[config.mk]
export PLATFORM = sky130hd
export DESIGN_NAME = seg_scan
export DESIGN_NICKNAME = d
export VERILOG_FILES = /design/src/rtl/seg_scan.sv
export SDC_FILE = /design/constraint.sdc
export NUM_CORES = 1
export LEC_CHECK = 0
export CORE_MARGIN = 3
export CORE_UTILIZATION = 50
export CTS_BUF_LIST = sky130_fd_sc_hd__clkbuf_16
export CTS_CLUSTER_DIAMETER = 120
export DETAILED_ROUTE_END_ITERATION = 8
export GPL_TIMING_DRIVEN = 0
export PLACE_DENSITY = 0.75
export SYNTH_ARGS = -nofsm -noshare
export SYNTH_HDL_FRONTEND = slang
export SYNTH_SLANG_ARGS = --single-unit
[constraint.sdc]
create_clock -name clk -period 1.7 [get_ports clk]
set_input_delay 0.34 -clock clk [delete_from_list [all_inputs] [get_ports clk]]
set_output_delay 0.34 -clock clk [all_outputs]
set_load 0.01 [all_outputs]
[src/rtl/seg_scan.sv]
// rtl/seg_scan.sv - multiplexed 4-digit 7-segment scanner (mm:ss) with adjust blink.
// Optional macro SEG_SCAN_LZB_EN blanks a leading zero in the minutes tens digit.
module seg_scan #(
  parameter int REFRESH_DIV = 100000,
  parameter int BLINK_DIV   = 25000000
) (
  input  logic       clk,
  input  logic       rst,
  input  logic [4:0] min_l,
  input  logic [4:0] min_r,
  input  logic [4:0] sec_l,
  input  logic [4:0] sec_r,
  input  logic       adj_en,
  input  logic [2:0] adj_sel,
  output logic [3:0] an,
  output logic [6:0] seg,
  output logic       dp
);

  localparam int RW = (REFRESH_DIV > 2) ? $clog2(REFRESH_DIV) : 1;
  localparam int BW = (BLINK_DIV > 2) ? $clog2(BLINK_DIV) : 1;

  localparam logic [6:0] SEG_OFF  = 7'b1111111;
  localparam logic [6:0] SEG_DASH = 7'b0111111;

  logic [RW-1:0] ref_q, ref_d;
  logic [BW-1:0] blink_cnt_q, blink_cnt_d;
  logic          blink_q, blink_d;
  logic [1:0]    idx_q, idx_d;
  logic [4:0]    snap_q [4];
  logic [4:0]    snap_d [4];
  logic [3:0]    an_q, an_d;
  logic [6:0]    seg_q, seg_d;
  logic          dp_q, dp_d;

  logic          ref_tick;
  logic          blink_tick;
  logic [4:0]    cur;
  logic [6:0]    dec;
  logic          blank;

  always_comb begin
    ref_tick    = (ref_q == RW'(REFRESH_DIV - 1));
    ref_d       = ref_tick ? '0 : ref_q + 1'b1;
    idx_d       = ref_tick ? idx_q + 2'd1 : idx_q;

    blink_tick  = (blink_cnt_q == BW'(BLINK_DIV - 1));
    blink_cnt_d = blink_tick ? '0 : blink_cnt_q + 1'b1;
    blink_d     = blink_tick ? ~blink_q : blink_q;

    // Snapshot only at the frame boundary so a frame never mixes old and new digits.
    snap_d = snap_q;
    if (ref_tick && (idx_q == 2'd3)) begin
      snap_d[0] = min_l;
      snap_d[1] = min_r;
      snap_d[2] = sec_l;
      snap_d[3] = sec_r;
    end

    cur = snap_q[idx_q];
    dec = SEG_DASH;
    if (!cur[4]) begin
      case (cur[3:0])
        4'd0:    dec = 7'b1000000;
        4'd1:    dec = 7'b1111001;
        4'd2:    dec = 7'b0100100;
        4'd3:    dec = 7'b0110000;
        4'd4:    dec = 7'b0011001;
        4'd5:    dec = 7'b0010010;
        4'd6:    dec = 7'b0000010;
        4'd7:    dec = 7'b1111000;
        4'd8:    dec = 7'b0000000;
        4'd9:    dec = 7'b0010000;
        default: dec = SEG_DASH;
      endcase
    end

    blank = adj_en && (adj_sel == {1'b0, idx_q}) && blink_q;
`ifdef SEG_SCAN_LZB_EN
    if ((idx_q == 2'd0) && (cur == 5'd0)) blank = 1'b1;
`else
`endif

    an_d  = ~(4'b1000 >> idx_q);
    seg_d = blank ? SEG_OFF : dec;
    dp_d  = blank ? 1'b1 : (idx_q != 2'd1);
  end

  always_ff @(posedge clk) begin
    if (!rst) begin
      ref_q       <= '0;
      blink_cnt_q <= '0;
      blink_q     <= 1'b0;
      idx_q       <= 2'd0;
      for (int i = 0; i < 4; i++) snap_q[i] <= 5'd0;
      an_q        <= 4'b1111;
      seg_q       <= SEG_OFF;
      dp_q        <= 1'b1;
    end else begin
      ref_q       <= ref_d;
      blink_cnt_q <= blink_cnt_d;
      blink_q     <= blink_d;
      idx_q       <= idx_d;
      for (int i = 0; i < 4; i++) snap_q[i] <= snap_d[i];
      an_q        <= an_d;
      seg_q       <= seg_d;
      dp_q        <= dp_d;
    end
  end

  assign an  = an_q;
  assign seg = seg_q;
  assign dp  = dp_q;

endmodule

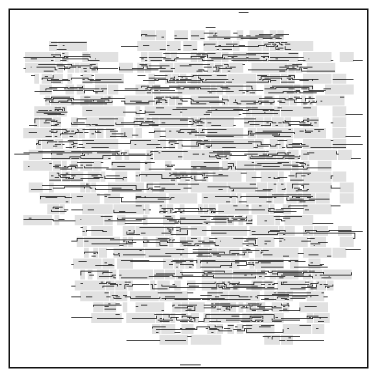
**Above:** run 1 (metal 1).
Scale: 4 px per µm.
longest straight run: 23.5 µm
wire length on this layer: 3600 µm
nets with wire on the layer: 451

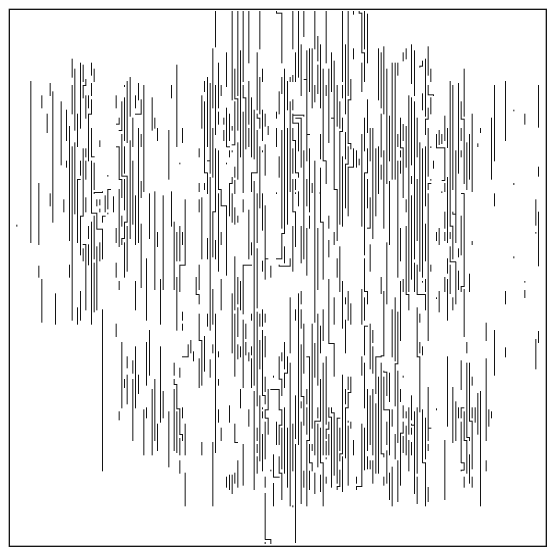
**Above:** run 1 (signal wires on met2).
Scale: 6 px per µm.
share of all routed wire: 52%
nets with wire on the layer: 418
longest straight run: 34.0 µm
wire length on this layer: 4410 µm
main direction: vertical

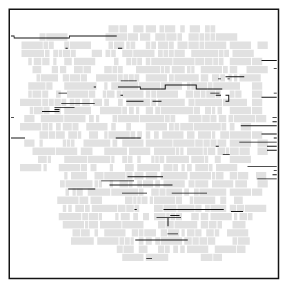
**Above:** run 1 (M3 wires).
Scale: 3 px per µm.
longest straight run: 20.7 µm
nets with wire on the layer: 43
share of all routed wire: 4.0%
main direction: horizontal
wire length on this layer: 343 µm

==> flow_results.org, run 1 <==
#+TITLE: Physical design notes

** Floorplanning
- Tap cell count :: 77
- According to the floorplan report, the total die area is 0.00797 mm².
- The floorplan has 29 rows.
- For this configuration, the core starts out at a cell density of 53.1%.
- The region available for standard cell placement spans 0.00653 mm².
- Die extent in y :: 89.3 µm
- 38 I/O pins were placed.
- Die X :: 89.3 µm

** Detailed routing
- The pre-antenna-repair detailed-routing pass consisted of 4 iterations.
- Aggregate routed wire length :: 8.51 mm
- Using the TritonRoute via totals, the vias-per-cell ratio works out to 5.95.
- Per-cell routed wire length :: 16.1 µm
- Remaining design rule violation count :: 0
- Per the post-route antenna check, the number of violating nets is 0.
- Routed via count :: 3142
- The detailed router finished its first iteration with 149 violations.

** Cells and area
- Fraction of final layout cells with drive strength greater than 1 :: 21.5%
- Non-clock buffer share of cell area :: 13.4%
- In the layout the commonest cells are dfxtp_1, a21oi_1, clkdlybuf4s50_1, nand3_1, nor2_1.
- After layout, the buffer instance count without clock buffers stands at 70.
- Per the run report, area growth between synthesis and finish was 31.5%.
- After filler insertion, the fill cell instance count of the layout stands at 483.
- Combined area of the multi-input logic cells :: 0.00194 mm²
- Of the total standard cell area in the layout, the multi-input combinational portion is 42.6%.
- Number of clock buffers in the layout :: 9
- Multi-input comb cells :: 278
- Most numerous logic cell after layout :: dfxtp_1
- Per the layout report, the design carries 11 non-clock inverters.
- For this run, the share of the core covered by cells in the final layout is 69.8%.
- Final sequential cell count :: 77
- Final clock-cell share :: 6.70%
- The finished layout holds 528 standard cells, fillers aside.
- Number of nets in the layout :: 485
- Sequential cell area :: 0.00156 mm²
- Biggest cell category by area in the final layout :: combinational gates
- The finished cells cover 0.00456 mm².
- The repair_antennas step left the layout with diodes totalling 0.
- Share of cell area taken by flip-flops and latches :: 34.2%

** Setup path
- Critical path class :: reg -> reg
- Data arrival at the endpoint of the critical path :: 2030 ps
- Critical path fanouts, max :: 5
- CP Launch Type :: flop
- Startpoint of the worst register-to-register path :: idx_q[1]
- Crit path from :: idx_q[1]
- According to the timing report, the data required time at the worst endpoint equals 1960 ps.
- Reg-to-reg slack, setup :: -70 ps
- The most critical setup path has its endpoint at seg[4].
- Reg2reg end :: seg[4]
- STA classifies the critical path endpoint as a flop.
- For the worst flop-to-flop path, the logic depth is 7.

** Timing
- Post-layout min period :: 1770 ps
- Final setup TNS :: -286 ps
- The final timing report lists a max-slew violation count of 0.
- The end-of-flow timing check tallies setup violations at 7.
- The final critical path takes up 104% of the cycle.
- Timing would allow up to 0.566 GHz.
- Worst setup margin :: -67.5 ps
- The final hold violation count recorded for this run is 0.
- Unrepaired setup endpoints after global routing :: true
- Relative slew margins :: 59.3%
- Worst-margin pin slew :: 610 ps
- Final Skew :: 6.47 ps

** Placed design
- After detailed placement, the design holds a cell count of 502.
- Half-perimeter wire length after detailed placement :: 5.39 mm
- Port buffering added 36 buffers.
- Once placement finished, the instance area stood at 0.00393 mm².
- After its last routability iteration, the placer logged a weighted congestion of 0.847.

** Global route
- The first global-routing pass estimated 13.5 mm of wire.
- Number of global-route vias before repair :: 3009
- Pin count of the biggest net entering global routing :: 13
- Global-route usage over all layers :: 21.5%
- The number of antenna violations at the first check in global routing is 0.
- Remaining global-route overflow :: 0

** Worst hold path
- The startpoint identified for the worst hold timing path is ref_q[0].
- The worst hold path belongs to the class reg -> reg.
- Hold Path Depth :: 1
- For hold timing, the worst endpoint is ref_q[0].

** Synthesis
- Post-synthesis, Yosys gives the total cell area as 0.00347 mm².
- After synthesis the cells add up to 0.00347 mm².
- Yosys cell types :: 37
- Gate Count Post-Synth :: 389
- Register area share after synthesis :: 44.5%
- Number of cell instances after yosys synthesis :: 389
- Average cell area after synthesis :: 8.91 µm²
- Synth Net Count :: 427
- During synthesis, Yosys emitted a total of 0 warnings.
- #FFs+latches synth :: 77

** CTS
- Per the post-CTS timing run, clock transition at the registers of the reported paths is 50 ps.
- Buffer levels on the longest clock path :: 2
- Clock insertion delay at the later pin of the skew report :: 330 ps
- H-tree levels :: 3
- The CTS report gives the tree buffer count as 9.
- Clock Tree Root :: clkbuf_16
- After clock tree synthesis, the flow added hold-fix buffers numbering 0.
- TritonCTS built the clock tree.
- According to the CTS report, the clock sink count is 77.

** Job
- The stage logs contain a warning count of 36.
- The tool flagged a number of max-cap violations equal to 0.

** Pwr
- Overall power consumption after layout is estimated at 0.00396 W.
- For this design the static power due to leakage is 1.59 nW.
- Worst vdd rail ir drop :: 544 µV
- Cell Pwr Density :: 870 mW/mm²

** Run status
- The run finished, with violations left.
- Failing checks :: negative setup slack
[run 1: kinds of logic after synthesis]
logic type                 synth area share (%)
DFF                                        44.5
xor gates and xnor gates                   5.56
muxes                                      3.25
and+or+nand+nor                            23.0
adders and majority gates                  4.33
AOI/OAI and AO/OA                          15.2
buffers and inverters                      4.26
[run 1: state kept, by name (all words and copies together), names as in the netlist]
name,count
seg,7
blink_cnt_q,25
snap_q,20
an,4
idx_q,2
ref_q,17
blink_q,1
dp,1
[run 1: report_power, final]
| group | leakage, nW | internal [W] | switching [W] |
|---|---|---|---|
| combinational | 0.811 | 0.0000928 | 0.0000724 |
| clock | 0.150 | 0.00126 | 0.000695 |
| sequential | 0.630 | 0.00183 | 0.0000134 |
[run 1: critical path: stages, from the launching register on]
cell and delay [ps]:
dfxtp_2 340, buf_8 120, mux4_2 600, buf_4 190, ha_4 150, nor2b_1 120
a211oi_1 60, o21ai_1 120
[run 1: metal layers]
| metal | up-vias | wire length (µm) | global-route usage, % |
|---|---|---|---|
| li1 | 1527 | - | - |
| met1 | 1518 | 3600 | 26.1 |
| met2 | 81 | 4410 | 36.7 |
| met3 | 16 | 343 | 5.81 |
| met4 | 0 | 149 | 7.58 |
| met5 | - | 0 | 0 |
[run 1: cell usage after synthesis]
| master | instances | share of area [%] |
|---|---|---|
| o311ai_0 | 1 | 0.25 |
| nand4_4 | 1 | 0.61 |
| nor2b_1 | 2 | 0.36 |
| or2_2 | 1 | 0.18 |
| dfxtp_1 | 77 | 44 |
| buf_6 | 1 | 0.32 |
| nor3_1 | 2 | 0.29 |
| buf_4 | 1 | 0.22 |
| and2_1 | 3 | 0.54 |
| xor2_1 | 19 | 4.8 |
| xnor2_1 | 3 | 0.76 |
| or4_1 | 8 | 1.7 |
| or3_1 | 10 | 1.8 |
| a211oi_1 | 3 | 0.65 |
| or4_4 | 1 | 0.32 |
| o21ai_1 | 1 | 0.14 |
| nand4_1 | 17 | 3.1 |
| a21oi_1 | 42 | 6.1 |
| clkbuf_1 | 14 | 1.5 |
| nor4b_1 | 2 | 0.51 |
| nand3b_1 | 1 | 0.22 |
| o21ai_0 | 36 | 5.2 |
| inv_1 | 10 | 1.1 |
| a21oi_2 | 1 | 0.25 |
| nor2_1 | 29 | 3.1 |
| ha_1 | 12 | 4.3 |
| o31ai_1 | 10 | 2.2 |
| a21o_1 | 2 | 0.43 |
| mux4_2 | 5 | 3.2 |
| nand4_2 | 1 | 0.36 |
| nand2_1 | 19 | 2.1 |
| and4_1 | 5 | 1.3 |
| nand3_1 | 31 | 4.5 |
| and3_1 | 8 | 1.4 |
| buf_2 | 7 | 1.0 |
| inv_2 | 1 | 0.11 |
| nor4bb_1 | 2 | 0.58 |
[run 1: stage by stage]
stage,hold WS (ps),setup WS [ps]
2_1_floorplan,413,9.27
3_3_place_gp,422,-226
3_5_place_dp,432,-297
4_1_cts,422,-40.1
5_1_grt,459,-140
6_report,440,-67.5
[run 1: timing repair]
item | in CTS | in global routing
setup endpoints to repair | 64 | 61
pin swaps | 8 | 14
buffers inserted | 8 | 6
resized | 39 | 46
cloned | 1 | 0
**Run 1: metal 4**

Scale: 3 px per µm.
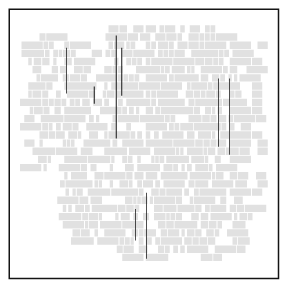

==> run 1 -> run 2 <==
--- a/config.mk
+++ b/config.mk
@@ -5,13 +5,16 @@
 export SDC_FILE = /design/constraint.sdc
 export NUM_CORES = 1
 export LEC_CHECK = 0
+export ABC_AREA = 1
+export ABC_CLOCK_PERIOD_IN_PS = 1700
 export CORE_MARGIN = 3
-export CORE_UTILIZATION = 50
+export CORE_UTILIZATION = 52
 export CTS_BUF_LIST = sky130_fd_sc_hd__clkbuf_16
 export CTS_CLUSTER_DIAMETER = 120
 export DETAILED_ROUTE_END_ITERATION = 8
 export GPL_TIMING_DRIVEN = 0
-export PLACE_DENSITY = 0.75
+export PLACE_DENSITY = 0.76
+export SETUP_SLACK_MARGIN = 0.15
 export SYNTH_ARGS = -nofsm -noshare
 export SYNTH_HDL_FRONTEND = slang
 export SYNTH_SLANG_ARGS = --single-unit
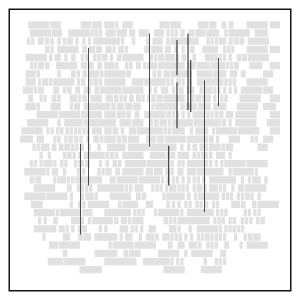
**Above:** run 2 (metal 4).
Scale: 3 px per µm.
longest straight run: 45.6 µm
nets with wire on the layer: 8
main direction: vertical

==> flow_results.org, run 2 <==
#+TITLE: Physical design notes

** Synthesis
- Count of library flops with an enable pin :: 0 (unchanged)
- The biggest area contributor in the post-synthesis netlist is dfxtp_1.
- Gate Count Post-Synth :: 581 (+49%)
- The count of warnings emitted by yosys came to 0 (unchanged).
- Synth Flop Type :: dfxtp_1
- Top post-synthesis cells by count :: nand2_1, nor2_1, dfxtp_1, inv_1, a21oi_1
- The yosys stat cell total is 581 (+49%).
- The area reported by Yosys stat came to 0.00397 mm² (+14%).
- The synthesized area divided by synthesized cell count is 6.83 µm² (-23%).
- The number of nets produced by synthesis was 619 (+45%).
- The number of register bits inferred by synthesis was 77 (unchanged).
- The sequential share of the synthesized area came to 38.9% (-5.6 points).
- For this run the top cell type by instance count after synthesis was nand2_1.

** Cells and area
- Most numerous logic cells after layout :: nand2_1, nor2_1, dfxtp_1, inv_1, a21oi_1
- Area Overhead vs Synth :: 31.4% (about the same)
- Largest registers in the final layout :: blink_cnt_q (25), snap_q (20), ref_q (17)
- Number of nets in the layout :: 689 (+42%)
- Combined area of the multi-input logic cells :: 0.00218 mm² (+12%)
- The sequential cell area came to 0.00155 mm² (-0.56%).
- The number of antenna repair diodes came to 0 (unchanged).
- The flip-flop count of the largest register after layout came to 25 (unchanged).
- Fraction of final layout cells with drive strength greater than 1 :: 15.2% (-6.3 points)
- # fillers :: 567 (+17%)

** Setup path
- STA classifies the critical path startpoint as a flop.
- STA classifies the critical path endpoint as a flop.
- The startpoint identified for the worst register-to-register timing path is ref_q[1].
- The worst endpoint data arrival time came to 1820 ps (-210 ps).
- The cell sequence reported for the critical path is ha_2 > nand2_2 > nor2_8 > nand3_4 > nor2_4 > buf_6 > a21oi_1 > nor2_1.
- Crit-path max cell delay :: 350 ps (-250 ps)
- Critical path fanouts, max :: 6 (+1)
- The endpoint required time on the critical path is 1960 ps (about the same).
- The buffer and inverter count on the worst path was 1 (-1).
- For reference, the critical path is launched at ref_q[1].
- For reference, the most critical setup path is categorized as reg -> reg.

** Floorplanning
- Die extent in y :: 93.4 µm (+4.6%)
- The floorplan die area was 0.00871 mm² (+9.4%).
- Top-level I/O count :: 38 (unchanged)
- Std-Cell Core Area :: 0.00733 mm² (+12%)
- Pre-placement core utilization :: 54.1% (+1.1 points)
- The horizontal die dimension came to 93.4 µm (+4.6%).

** Timing
- Relative slew margins :: 72.2% (+13 points)
- Maximum clock frequency :: 0.639 GHz (+13%)
- Worst-margin pin slew :: 418 ps (-192 ps)
- The number of slew-limit violations in the final report is 0 (unchanged).
- The final number of setup-violating endpoints was 0 (-7).
- The final cycle utilization of the critical path was 92.1% (-12 points).

** Global route
- The global-route wire length before repair came to 15.2 mm (+13%).
- The largest net degree at the start of global routing is 13 (unchanged).
- Number of global-route vias before repair :: 3420 (+14%)
- The number of antenna violations at the first check in global routing is 0 (unchanged).

** Detailed routing
- The residual antenna-violating net count after detailed routing is 0 (unchanged).
- Remaining design rule violation count :: 0 (unchanged)
- Number of vias per cell :: 5.27 (-11%)
- Routed via count :: 3978 (+27%)
- The detailed-router iteration count before antenna repair came to 5 (+1).
- Number of violations reported at the end of detailed-routing iteration 0 :: 250 (+68%)

** CTS
- H-tree levels :: 3 (unchanged)
- Clock transition at the registers of the reported paths :: 60 ps (about the same)
- The cell sitting at the root of the clock tree is a clkbuf_16.
- Clock insertion delay at the later pin of the skew report :: 330 ps (about the same)
- Number of clock sinks :: 77 (unchanged)

** Worst hold path
- Worst Hold Class :: reg -> reg
- Worst min-delay path startpoint :: ref_q[0]

** Job
- Max-cap violations :: 0 (unchanged)

** Placed design
- Port-buffer cells :: 37 (+2.8%)
- The HPWL after detailed placement was 6.40 mm (+19%).

** Pwr
- Cell Pwr Density :: 803 mW/mm² (-7.7%)
- Worst vdd rail ir drop :: 529 µV (-2.8%)

** Run status
- Outcome :: finished, final reports clean
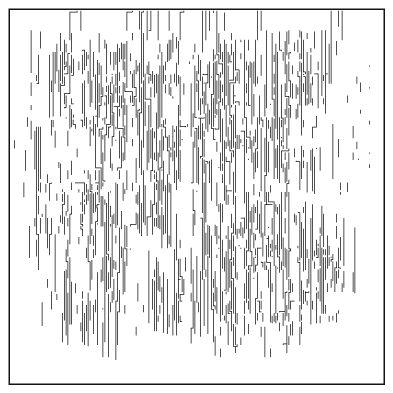
**Above:** run 2 (signal wires on met2).
Scale: 4 px per µm.
main direction: vertical
share of all routed wire: 49%
longest straight run: 29.9 µm
wire length on this layer: 4950 µm
nets with wire on the layer: 559

-- run 2: cell count changes in the layout (fill, tap and decap cells not counted), sizes merged, moves of 9 or more --
cell and change:
nand2 +139, nor2 +82, inv +56, o21ai -30, o31ai -10, or3 -10
or4 -9
-- run 2: cell families after synthesis --
family / share of synthesized area [%]
AOI/OAI and AO/OA: 6.02
xor gates and xnor gates: 4.19
adders and majority gates: 3.78
buffers and inverters: 9.62
DFF: 38.9
and+or+nand+nor: 37.5
-- run 2: path summary, 6_finish.rpt --
kind              cells past startpoint  slack, ps    endpoint
hold reg to reg                       1        420    ref_q[0]
setup reg to reg                      8        130  snap_q[17]
hold / removal                        1        420    ref_q[0]
setup / recovery                      8        130  snap_q[17]
-- run 2: report_power, final --
part           internal [W]  leakage, nW  switching (W)
clock network       0.00141        0.163       0.000729
registers           0.00183        0.626      0.0000127
logic              0.000119         1.36      0.0000857
total               0.00336         2.15       0.000827
-- run 2: routing by layer --
metal / global-route usage (%) / vias to the layer above / wire length [µm]
met3: 4.02 / 24 / 640
met4: 8.55 / 0 / 253
met1: 29.2 / 1852 / 4360
met2: 34.8 / 136 / 4950
met5: 0 / - / 0
li1: - / 1966 / -
-- run 2: layout make-up --
cell class / count / area share, %
buffer: 19 / 3.12
clock buffer: 9 / 4.32
clock inverter: 7 / 2.02
inverter: 67 / 4.97
multi-input combinational: 417 / 41.8
sequential: 77 / 29.7
tap: 99 / 2.38
timing repair buffer: 60 / 11.6
-- run 2: stage by stage --
| step | TNS (ps) | total power [W] | cells | utilization, % | cell area (µm²) |
|---|---|---|---|---|---|
| 2_1_floorplan | 0 | 0.00195 | 581 | - | 3970 |
| 3_3_place_gp | -4070 | 0.00205 | 717 | 60.9 | 4460 |
| 3_5_place_dp | -4490 | 0.00205 | 717 | 60.9 | 4460 |
| 4_1_cts | 0 | 0.00417 | 741 | 66.7 | 4890 |
| 5_1_grt | 0 | 0.00432 | 755 | 71.1 | 5210 |
| 6_report | 0 | 0.00419 | 755 | 71.1 | 5210 |
-- run 2: worst reg2reg max path, stage by stage, from the launching register on --
cell     delay (ps)
dfxtp_1         350
ha_2            200
nand2_2          90
nor2_8          180
nand3_4         110
nor2_4          210
buf_6           150
a21oi_1          70
nor2_1          140
-- run 2: what timing repair did --
item | in CTS | in global routing
pin swaps | 4 | 13
gates cloned | 0 | 5
resized | 16 | 51
endpoints found under the setup margin | 47 | 73
buffers inserted | 8 | 10
hold endpoints to repair | 0 | 0
==> run 2 -> run 3 <==
--- a/config.mk
+++ b/config.mk
@@ -15,6 +15,7 @@
 export GPL_TIMING_DRIVEN = 0
 export PLACE_DENSITY = 0.76
 export SETUP_SLACK_MARGIN = 0.15
+export SKIP_LAST_GASP = 1
 export SYNTH_ARGS = -nofsm -noshare
 export SYNTH_HDL_FRONTEND = slang
 export SYNTH_SLANG_ARGS = --single-unit
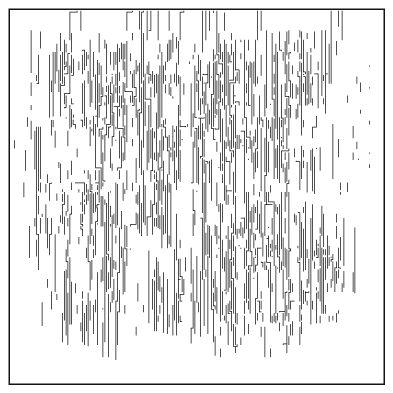
**Above:** run 3 (signal wires on met2).
Scale: 4 px per µm.
main direction: vertical
wire length on this layer: 4950 µm

==> flow_results.org, run 3 <==
#+TITLE: Physical design notes

** Timing
- Pins over their slew limit :: 0 (unchanged)
- The worst slew slack as a fraction of its limit is 72.2% (unchanged).
- For reference, the final report shows the hold violation count at 0.
- Post-layout min period :: 1570 ps
- The final number of setup-violating endpoints came to 0 (unchanged).
- The highest clock frequency the design can meet was 0.639 GHz (unchanged).
- The final timing report lists clock skew as 6.39 ps.
- Setup repair after global routing left no endpoint under its margin.
- Hold timing on the final database bottoms out at a slack of 421 ps.
- Share of the cycle needed by the critical path after routing :: 92.1% (unchanged)
- Worst-margin pin slew :: 418 ps (unchanged)

** Pwr
- Leak pwr :: 2.15 nW
- The clock network fraction of design power is 51.2% (about the same).
- Combinational group share of total power :: 4.9% (about the same)
- Worst vdd rail ir drop :: 529 µV (unchanged)
- The switching power of the nets was 0.000827 W (unchanged).
- Switching fraction of total power :: 19.8% (unchanged)
- The internal power consumption was 0.00336 W (unchanged).
- The sequential group share of total power is 43.9% (about the same).
- Cell Pwr Density :: 803 mW/mm² (unchanged)

** CTS
- The number of levels the H-tree was split into was 3 (unchanged).
- Buffer levels on the longest clock path :: 2
- Clock Tree Root :: clkbuf_16
- Per the TritonCTS log, the buffer count is 9.
- The clock slew at the register clock pins of the worst setup and hold paths came to 60 ps (about the same).
- CTS Hold Buffers Added :: 0
- Number of clock sinks :: 77 (unchanged)
- TritonCTS built the clock tree.
- The source-to-sink clock delay at the later pin of the worst-skew pair came to 330 ps (about the same).

** Worst hold path
- The count of cells along the worst hold path was 1 (unchanged).
- The path class of the tightest hold or removal check is reg -> reg.
- The worst hold path begins at ref_q[0].
- Hold Path Sink :: ref_q[0]

** Synthesis
- Post-synthesis instance area :: 0.00397 mm²
- The cell type that accounts for the most area after synthesis is dfxtp_1.
- Gate Count Post-Synth :: 581 (unchanged)
- Proportion of synthesized flip-flops having asynchronous set or reset :: 0%
- Top post-synthesis cells by count :: nand2_1, nor2_1, dfxtp_1, inv_1, a21oi_1
- The synthesized area divided by synthesized cell count is 6.83 µm² (unchanged).
- Main area contributors :: dfxtp_1, nand2_1, nor2_1
- The number of register bits inferred by synthesis came to 77 (unchanged).
- Most numerous cell in the Yosys netlist :: nand2_1
- Chip area line of the yosys report :: 0.00397 mm² (unchanged)
- Yosys cell types :: 30
- Synth Net Count :: 619 (unchanged)
- Share of Yosys cell area claimed by the top area cell type :: 38.9%
- The count of warnings emitted by yosys was 0 (unchanged).
- Synth Flop Type :: dfxtp_1
- The sequential share of the synthesized area was 38.9% (unchanged).
- The number of flops mapped to enable cells by yosys came to 0 (unchanged).
- Number of cell instances after yosys synthesis :: 581 (unchanged)

** Global route
- Global-route usage over all layers :: 21.8%
- Initial antenna violation count :: 0 (unchanged)
- Pin count of the biggest net entering global routing :: 13 (unchanged)
- The number of global-route vias before repair is 3420 (unchanged).
- The global-route wire length before repair was 15.2 mm (unchanged).
- Remaining global-route overflow :: 0

** Setup path
- Worst r2r path cells :: 8 (unchanged)
- Cell class contributing the biggest share of worst-path delay :: simple AND/OR/NAND/NOR gates
- The worst setup path is captured at a flop.
- Number of buffers and inverters on the critical path :: 1 (unchanged)
- Per the STA report, the cell with the highest stage delay on the worst path is dfxtp_1.
- The critical path goes through ha_2 > nand2_2 > nor2_8 > nand3_4 > nor2_4 > buf_6 > a21oi_1 > nor2_1.
- Critical path class :: reg -> reg
- CP Launch Type :: flop
- The setup slack of the worst register-to-register path came to 130 ps (about the same).
- STA lists the startpoint of the worst register-to-register path as ref_q[1].
- Reg2reg end :: snap_q[17]
- Critical path fanouts, max :: 6 (unchanged)
- The worst stage delay on the critical path came to 350 ps (about the same).
- The endpoint required time on the critical path came to 1960 ps (about the same).
- Data arrival at the endpoint of the critical path :: 1820 ps (about the same)

** Cells and area
- Largest register FFs :: 25 (unchanged)
- The synthesis-to-finish area growth was 31.4% (unchanged).
- The number of fillers in the final layout came to 567 (unchanged).
- The register with the most flip-flops in the final layout is blink_cnt_q.
- The count of placed standard cells in the final layout, fillers left out was 755 (unchanged).
- The final net count is 689 (unchanged).
- Total inserted antenna cells :: 0 (unchanged)
- Fraction of final layout cells with drive strength greater than 1 :: 15.2% (unchanged)
- Largest registers in the final layout :: blink_cnt_q (25), snap_q (20), ref_q (17)
- Most numerous logic cells after layout :: nand2_1, nor2_1, dfxtp_1, inv_1, a21oi_1
- Most numerous logic cell after layout :: nand2_1

** Detailed routing
- The routed via count divided by cell count was 5.27 (unchanged).
- The residual antenna-violating net count after detailed routing came to 0 (unchanged).
- The count of vias placed by the detailed router came to 3978 (unchanged).
- The violation count after the first detailed-routing iteration is 250 (unchanged).
- The detailed-route DRC error count was 0 (unchanged).
- Per-cell routed wire length :: 13.5 µm
- Aggregate routed wire length :: 10.2 mm
- Iteration tally of the first detailed-router pass :: 5 (unchanged)

** Job
- The logs give a warning total of 34.
- Max-cap violations :: 0 (unchanged)

** Placed design
- After its last routability iteration, the placer logged a weighted congestion of 0.910.
- Placed cell count :: 717 (unchanged)
- Port-buffer cells :: 37 (unchanged)
- Half-perimeter wire length after detailed placement :: 6.40 mm (unchanged)

** Floorplanning
- Chip footprint :: 0.00871 mm² (unchanged)
- The die extent in y is 93.4 µm (unchanged).
- Std-Cell Core Area :: 0.00733 mm² (unchanged)
- The number of top-level pins came to 38 (unchanged).
- The share of the core filled by cells before placement was 54.1% (unchanged).
- Die X :: 93.4 µm (unchanged)
- Row generation in the floorplan step produced 31 rows.

** Run status
- The flow ran to the end, and the final reports show no timing, DRC or antenna violations.
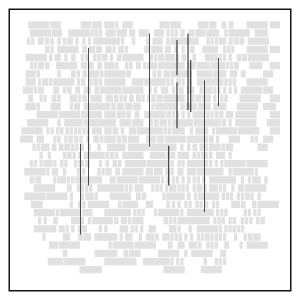
**Above:** run 3 (metal 4).
Scale: 3 px per µm.
longest straight run: 45.6 µm
share of all routed wire: 2.5%

## run 3: cell counts in the layout (fill, tap and decap cells not counted)
Identical to the previous run, type by type.
## run 3: area by class of cell
class	instances	area (µm²)	share of cell area, %
multi-input cells	417	2180	41.8
flip-flops and latches	77	1550	29.7
repair buffers	60	606	11.6
inverters	67	259	4.97
clock buffers	9	225	4.32
plain buffers	19	163	3.12
well taps	99	124	2.38
clock inverters	7	105	2.02
## run 3: power groups by stage
stage | sequential, W | combinational, W | clock (W)
global placement | 0.00187 | 0.000172 | 0
floorplan | 0.00188 | 0.0000743 | 0
CTS | 0.00183 | 0.000182 | 0.00215
global route | 0.00184 | 0.000224 | 0.00226
finish | 0.00184 | 0.000205 | 0.00214
detailed placement | 0.00188 | 0.000175 | 0
## run 3: kinds of logic after synthesis
kind of cell               count (synthesis)  synth area share (%)
AOI/OAI and AO/OA                         46                  6.02
and+or+nand+nor                          340                  37.5
DFF                                       77                  38.9
xor gates and xnor gates                  19                  4.19
adders and majority gates                 12                  3.78
buffers and inverters                     87                  9.62
## run 3: timing repair
item / in CTS / in global routing
pin swaps: 4 / 13
gates resized: 16 / 51
cloned: 0 / 5
buffers inserted: 8 / 10
endpoints found under the setup margin: 47 / 73
## run 3: through the flow
step / cell area (µm²) / power, W / utilization [%] / setup TNS (ps) / worst slack (ps)
finish: 5210 / 0.00419 / 71.1 / 0 / 135
global route: 5210 / 0.00432 / 71.1 / 0 / 71.0
CTS: 4890 / 0.00417 / 66.7 / 0 / 159
detailed placement: 4460 / 0.00205 / 60.9 / -4490 / -243
global placement: 4460 / 0.00205 / 60.9 / -4070 / -214
floorplan: 3970 / 0.00195 / - / 0 / 190
## run 3: layer usage
layer  wire, µm  track usage (%)  share of wire (%)  up-vias
met2       4950             34.8                 49      136
met3        640             4.02                6.3       24
met1       4360             29.2                 43     1852
met5          0                0                  0        -
met4        253             8.55                2.5        0
li1           -                -                  -     1966
## run 3: how the worst max path moves through the flow
stage              from    endpoint  slack, ps  cells past startpoint
5_1_grt        ref_q[1]  snap_q[17]         70                      8
3_5_place_dp        rst  snap_q[14]       -240                      5
4_1_cts        idx_q[0]      seg[0]        160                     11
6_report       ref_q[1]  snap_q[17]        130                      8
3_3_place_gp        rst  snap_q[17]       -210                      5
2_1_floorplan  idx_q[0]      seg[5]        190                      9
Power figures rest on the tool's default switching activity, not on a simulated workload.
